### Congestion heat map

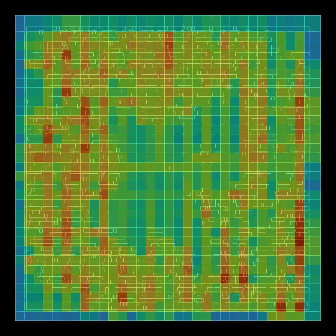
### Sequential cells grouped by signal name

The bar under the picture is 50 um long.
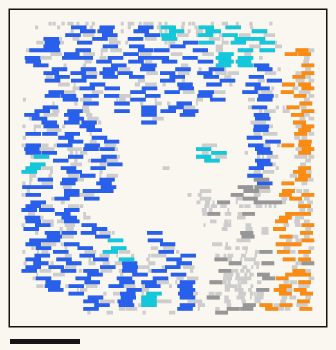
`src/rtl/gc_req_queue_if.sv`:
```
// Host request / controller handshake bundle for gc_req_queue.
// slave is the queue's view; master is the host-plus-controller side.
interface gc_req_queue_if #(
    parameter int AW = 10,
    parameter int DW = 64
);
    logic          host_valid;
    logic          host_ready;
    logic          host_wr;
    logic [AW-1:0] host_addr;
    logic [DW-1:0] host_wdata;
    logic          host_rvalid;
    logic [DW-1:0] host_rdata;
    logic          mem_we;
    logic          mem_re;
    logic [AW-1:0] mem_waddr;
    logic [AW-1:0] mem_raddr;
    logic [DW-1:0] mem_in;
    logic          mem_busy;
    logic [DW-1:0] mem_rd;

    modport slave (
        input  host_valid, host_wr, host_addr, host_wdata, mem_busy, mem_rd,
        output host_ready, host_rvalid, host_rdata,
               mem_we, mem_re, mem_waddr, mem_raddr, mem_in
    );

    modport master (
        output host_valid, host_wr, host_addr, host_wdata, mem_busy, mem_rd,
        input  host_ready, host_rvalid, host_rdata,
               mem_we, mem_re, mem_waddr, mem_raddr, mem_in
    );
endinterface

```
`src/rtl/gc_req_queue.sv`:
```
// In-order host request FIFO feeding the GC-DRAM controller, with read return and stall counter.
// Optional GC_REQQ_BYPASS_EN: an empty, idle queue forwards the host request to mem_* in the same cycle.
module gc_req_queue #(
    parameter int DEPTH  = 4,
    parameter int AW     = 10,
    parameter int DW     = 64,
    parameter int RD_LAT = 1
) (
    input  logic                     clk,
    input  logic                     rst,
    gc_req_queue_if.slave            bus,
    output logic [$clog2(DEPTH):0]   q_level,
    output logic [15:0]              stall_cnt
);

    localparam int IW = $clog2(DEPTH);
    localparam int PW = IW + 1;

    logic [PW-1:0]     wptr_q, wptr_d;
    logic [PW-1:0]     rptr_q, rptr_d;
    logic [RD_LAT-1:0] tag_q, tag_d;
    logic              rvalid_q, rvalid_d;
    logic [DW-1:0]     rdata_q, rdata_d;
    logic [15:0]       stall_q, stall_d;

    logic              fifo_wr_q   [DEPTH];
    logic [AW-1:0]     fifo_addr_q [DEPTH];
    logic [DW-1:0]     fifo_data_q [DEPTH];

    logic              empty, full, push, pop, byp;
    logic              mem_we, mem_re;
    logic [AW-1:0]     mem_addr;
    logic [DW-1:0]     mem_in;
    logic [DW-1:0]     push_wdata;

    assign empty = (wptr_q == rptr_q);
    assign full  = (wptr_q[PW-1] != rptr_q[PW-1]) && (wptr_q[IW-1:0] == rptr_q[IW-1:0]);

    always_comb begin
        mem_we   = 1'b0;
        mem_re   = 1'b0;
        mem_addr = '0;
        mem_in   = '0;
        byp      = 1'b0;
        if (!empty) begin
            mem_addr = fifo_addr_q[rptr_q[IW-1:0]];
            mem_in   = fifo_data_q[rptr_q[IW-1:0]];
            if (!bus.mem_busy) begin
                mem_we = fifo_wr_q[rptr_q[IW-1:0]];
                mem_re = !fifo_wr_q[rptr_q[IW-1:0]];
            end
        end
`ifdef GC_REQQ_BYPASS_EN
        // rst gating keeps mem_* at zero while reset is held
        else if (rst && !bus.mem_busy && bus.host_valid) begin
            byp      = 1'b1;
            mem_addr = bus.host_addr;
            mem_in   = bus.host_wr ? bus.host_wdata : '0;
            mem_we   = bus.host_wr;
            mem_re   = !bus.host_wr;
        end
`endif
    end

    assign pop        = !empty && !bus.mem_busy;
    assign push       = bus.host_valid && !full && !byp;
    assign push_wdata = bus.host_wr ? bus.host_wdata : '0;

    always_comb begin
        wptr_d = wptr_q + {{(PW-1){1'b0}}, push};
        rptr_d = rptr_q + {{(PW-1){1'b0}}, pop};

        tag_d    = '0;
        tag_d[0] = mem_re;
        for (int i = 1; i < RD_LAT; i++) begin
            tag_d[i] = tag_q[i-1];
        end

        rvalid_d = tag_q[RD_LAT-1];
        rdata_d  = tag_q[RD_LAT-1] ? bus.mem_rd : rdata_q;

        stall_d = stall_q;
        if (bus.mem_busy && !empty && (stall_q != 16'hFFFF)) begin
            stall_d = stall_q + 16'd1;
        end
    end

    always_ff @(posedge clk or negedge rst) begin
        if (!rst) begin
            wptr_q   <= '0;
            rptr_q   <= '0;
            tag_q    <= '0;
            rvalid_q <= 1'b0;
            rdata_q  <= '0;
            stall_q  <= '0;
        end else begin
            wptr_q   <= wptr_d;
            rptr_q   <= rptr_d;
            tag_q    <= tag_d;
            rvalid_q <= rvalid_d;
            rdata_q  <= rdata_d;
            stall_q  <= stall_d;
        end
    end

    // Entry storage needs no reset: it is only observed when non-empty.
    always_ff @(posedge clk) begin
        if (push) begin
            fifo_wr_q[wptr_q[IW-1:0]]   <= bus.host_wr;
            fifo_addr_q[wptr_q[IW-1:0]] <= bus.host_addr;
            fifo_data_q[wptr_q[IW-1:0]] <= push_wdata;
        end
    end

    assign bus.host_ready  = !full;
    assign bus.host_rvalid = rvalid_q;
    assign bus.host_rdata  = rdata_q;
    assign bus.mem_we      = mem_we;
    assign bus.mem_re      = mem_re;
    assign bus.mem_waddr   = mem_addr;
    assign bus.mem_raddr   = mem_addr;
    assign bus.mem_in      = mem_in;
    assign q_level         = wptr_q - rptr_q;
    assign stall_cnt       = stall_q;

endmodule

```
`src/flat_wrapper.sv`:
```
// flat-port wrapper written by rule: the top's interface ports become plain ports
module gc_req_queue_flat 
#(
    parameter int DEPTH  = 4,
    parameter int AW     = 10,
    parameter int DW     = 64,
    parameter int RD_LAT = 1
)
  (clk, rst, q_level, stall_cnt, bus_host_valid, bus_host_wr, bus_host_addr, bus_host_wdata, bus_mem_busy, bus_mem_rd, bus_host_ready, bus_host_rvalid, bus_host_rdata, bus_mem_we, bus_mem_re, bus_mem_waddr, bus_mem_raddr, bus_mem_in);
  gc_req_queue_if #(.AW(AW), .DW(DW)) bus_i ();
  input  logic clk;
  input  logic rst;
  output logic [$clog2(DEPTH):0] q_level;
  output logic [15:0] stall_cnt;
  input wire logic [$bits(bus_i.host_valid)-1:0] bus_host_valid;
  input wire logic [$bits(bus_i.host_wr)-1:0] bus_host_wr;
  input wire logic [$bits(bus_i.host_addr)-1:0] bus_host_addr;
  input wire logic [$bits(bus_i.host_wdata)-1:0] bus_host_wdata;
  input wire logic [$bits(bus_i.mem_busy)-1:0] bus_mem_busy;
  input wire logic [$bits(bus_i.mem_rd)-1:0] bus_mem_rd;
  output wire logic [$bits(bus_i.host_ready)-1:0] bus_host_ready;
  output wire logic [$bits(bus_i.host_rvalid)-1:0] bus_host_rvalid;
  output wire logic [$bits(bus_i.host_rdata)-1:0] bus_host_rdata;
  output wire logic [$bits(bus_i.mem_we)-1:0] bus_mem_we;
  output wire logic [$bits(bus_i.mem_re)-1:0] bus_mem_re;
  output wire logic [$bits(bus_i.mem_waddr)-1:0] bus_mem_waddr;
  output wire logic [$bits(bus_i.mem_raddr)-1:0] bus_mem_raddr;
  output wire logic [$bits(bus_i.mem_in)-1:0] bus_mem_in;
  assign bus_i.host_valid = bus_host_valid;
  assign bus_i.host_wr = bus_host_wr;
  assign bus_i.host_addr = bus_host_addr;
  assign bus_i.host_wdata = bus_host_wdata;
  assign bus_i.mem_busy = bus_mem_busy;
  assign bus_i.mem_rd = bus_mem_rd;
  assign bus_host_ready = bus_i.host_ready;
  assign bus_host_rvalid = bus_i.host_rvalid;
  assign bus_host_rdata = bus_i.host_rdata;
  assign bus_mem_we = bus_i.mem_we;
  assign bus_mem_re = bus_i.mem_re;
  assign bus_mem_waddr = bus_i.mem_waddr;
  assign bus_mem_raddr = bus_i.mem_raddr;
  assign bus_mem_in = bus_i.mem_in;
  gc_req_queue #(.DEPTH(DEPTH), .AW(AW), .DW(DW), .RD_LAT(RD_LAT)) u_core (.clk(clk), .rst(rst), .bus(bus_i), .q_level(q_level), .stall_cnt(stall_cnt));
endmodule
```
`config.mk`:
```
export PLATFORM = sky130hd
export DESIGN_NAME = gc_req_queue_flat
export DESIGN_NICKNAME = d
export VERILOG_FILES = /design/src/rtl/gc_req_queue_if.sv /design/src/rtl/gc_req_queue.sv /design/src/flat_wrapper.sv
export SDC_FILE = /design/constraint.sdc
export NUM_CORES = 1
export LEC_CHECK = 0
export ABC_AREA = 0
export CAP_MARGIN = 15
export CORE_MARGIN = 8
export CORE_UTILIZATION = 35
export CTS_BUF_LIST = sky130_fd_sc_hd__clkbuf_8
export DETAILED_ROUTE_END_ITERATION = 12
export DONT_BUFFER_PORTS = 1
export PLACE_DENSITY = 0.49
export SETUP_SLACK_MARGIN = 0.02
export SLEW_MARGIN = 10
export SYNTH_ARGS = -nofsm -noshare
export SYNTH_HDL_FRONTEND = slang
export SYNTH_SLANG_ARGS = --single-unit
```
`constraint.sdc`:
```
create_clock -name clk -period 7.21 [get_ports clk]
set_clock_uncertainty 0.2 [all_clocks]
set_input_delay 1.442 -clock clk [delete_from_list [all_inputs] [get_ports clk]]
set_output_delay 1.442 -clock clk [all_outputs]
set_load 0.01 [all_outputs]
```
==> impl_metrics.toml <==
# flow metrics
[outcome]
status = "completed"

[layout]
num-nets-final = 992

[final_timing]
min_period_over_period_pct = 64.91
period_needed_ns = 4.680
setup_viol = 0
slew_viol_final = 0

[setup_path]
ff2ff_path_depth = 6
worst-path-stages = 3
crit_family = "flip-flops"
cp.required_ns = 5.57
cp_max_fo = 43

[global_route]
met1_usage_pct = 15.38
grt.total_usage_pct = 13.66
busiest_layer = "met2"

[placed_design]
dp.cells = 1362
portBuffers = 0
gp_congestion = 0.7510

[pwr]
powerDensity_nw_per_um2 = 449.3
pwr-share-seq_pct = 45.4
p_sw_mw = 2.730
swShare_pct = 34.94
internal-power_mw = 5.085

[clock_tree]
clockBufferDepth = 3
post_cts_buffers = 0

[logic_synthesis]
ys_sh_mux_pct = 15.98
ys_area_um2 = 15430
flop_cell = "edfxtp_1"
async_reset_ff_share_pct = 22.68
synth_top_area_share_pct = 58.38
synth-seq-cells = 388
simple_gate_area_share_pct = 7.378
synth_seq_share_pct = 72.64
netlist_instances = 806

[route]
route.detailed.drc = 0
vias = 7153
drtAntennaViolNets = 0

[floorplanning]
die_w_um = 226.0
## Picture notes: 'Congestion heat map'
met2 Use GR: 21.63%
Final Util: 39.68%
drt wl/cell: 23.75 um
met3 usage: 7.220%

## Picture notes: 'Sequential cells grouped by signal name'
- blue: u_core.fifo_data_q (sequential cells 256)
- orange: u_core.bus.host_rdata (sequential cells 64; where a vertical strip on the right)
- cyan: u_core.fifo_addr_q (sequential cells 40)
flop share of the area: 64.51%
seq pwr: 3.55 mW
Seq. cell area: 11,220 um^2

[metal layers]
metal / vias up / routed length [um]
li1: 3176 / -
met3: 69 / 4113
met2: 269 / 16750
met4: 16 / 764
met1: 3623 / 13550
met5: - / 106
[power groups by stage]
stage               sequential (mW)  combinational [mW]  clock, mW
global route                   3.63                2.56       2.12
floorplan                      3.47                1.92          0
global placement               3.61                2.42          0
detailed placement             3.62                2.43          0
CTS                            3.57                2.44       2.02
finish                         3.55                2.33       1.94
[per-stage QoR]
stage / instance area, um^2 / total power, mW / hold slack (ns) / TNS (ns)
2_1_floorplan: 15430 / 5.395 / 0.1519 / -89.71
3_3_place_gp: 16080 / 6.030 / 0.3055 / 0
3_5_place_dp: 16080 / 6.045 / 0.3094 / 0
4_1_cts: 17380 / 8.033 / 0.2342 / 0
5_1_grt: 17390 / 8.303 / 0.2524 / 0
6_report: 17390 / 7.815 / 0.3143 / 0
[cell usage after synthesis (2+ instances only)]
cell type / number
nand3_1: 3
inv_1: 8
nand3_4: 2
nand2_1: 11
and3_1: 2
nor2_1: 4
clkbuf_1: 27
buf_1: 2
a211oi_1: 5
edfxtp_1: 300
nor3_1: 6
buf_4: 10
dfrtp_1: 88
mux2_1: 2
buf_2: 11
nor4_1: 3
xor2_1: 13
mux4_2: 75
mux2_2: 67
ha_1: 7
nor2b_1: 74
and4_2: 2
and2_1: 65
[cell families after synthesis]
group	after synthesis
compound gates	13
xor+xnor	15
fa+ha+maj	8
buf+inv	58
flops	388
mux	144
simple gates	180
[worst register-to-register path, delay by kind of cell, from the launching register on]
| family | cells | cell delay, ns |
|---|---|---|
| simple gates | 3 | 0.64 |
| flops | 1 | 0.79 |
| buf+inv | 2 | 0.80 |
| fa+ha+maj | 1 | 0.32 |
[path summary, 6_finish.rpt]
kind,from,to,slack [ns]
setup / recovery,u_core.rptr_q[1],bus_mem_waddr[0],2.53
hold / removal,u_core.wptr_q[2],u_core.wptr_q[2],0.31
setup reg to reg,u_core.rptr_q[1],u_core.fifo_data_q[1][54],3.93
hold reg to reg,u_core.wptr_q[2],u_core.wptr_q[2],0.31
max in group asynchronous,rst,u_core.bus.host_rdata[10],6.37
min in group asynchronous,rst,u_core.stall_cnt[7],0.32
[sequential cells by signal, indices dropped and copies added (netlist names)]
| signal | flops |
|---|---|
| u_core.fifo_data_q | 256 |
| u_core.bus.host_rdata | 64 |
| u_core.bus.host_rvalid | 1 |
| u_core.rvalid_d | 1 |
| u_core.fifo_wr_q | 4 |
| u_core.fifo_addr_q | 40 |
| u_core.rptr_q | 3 |
| u_core.stall_cnt | 16 |
| u_core.wptr_q | 3 |
[final cells by class]
| class | instances | area share, % |
|---|---|---|
| Clock inverter | 43 | 1.489 |
| Inverter | 8 | 0.1726 |
| Tap cell | 592 | 4.259 |
| Timing Repair Buffer | 14 | 0.6043 |
| Sequential cell | 388 | 64.51 |
| Antenna cell | 5 | 0.07194 |
| Multi-Input combinational cell | 360 | 22.88 |
| Clock buffer | 76 | 6.014 |
Power is estimated from default activity; no workload was simulated.
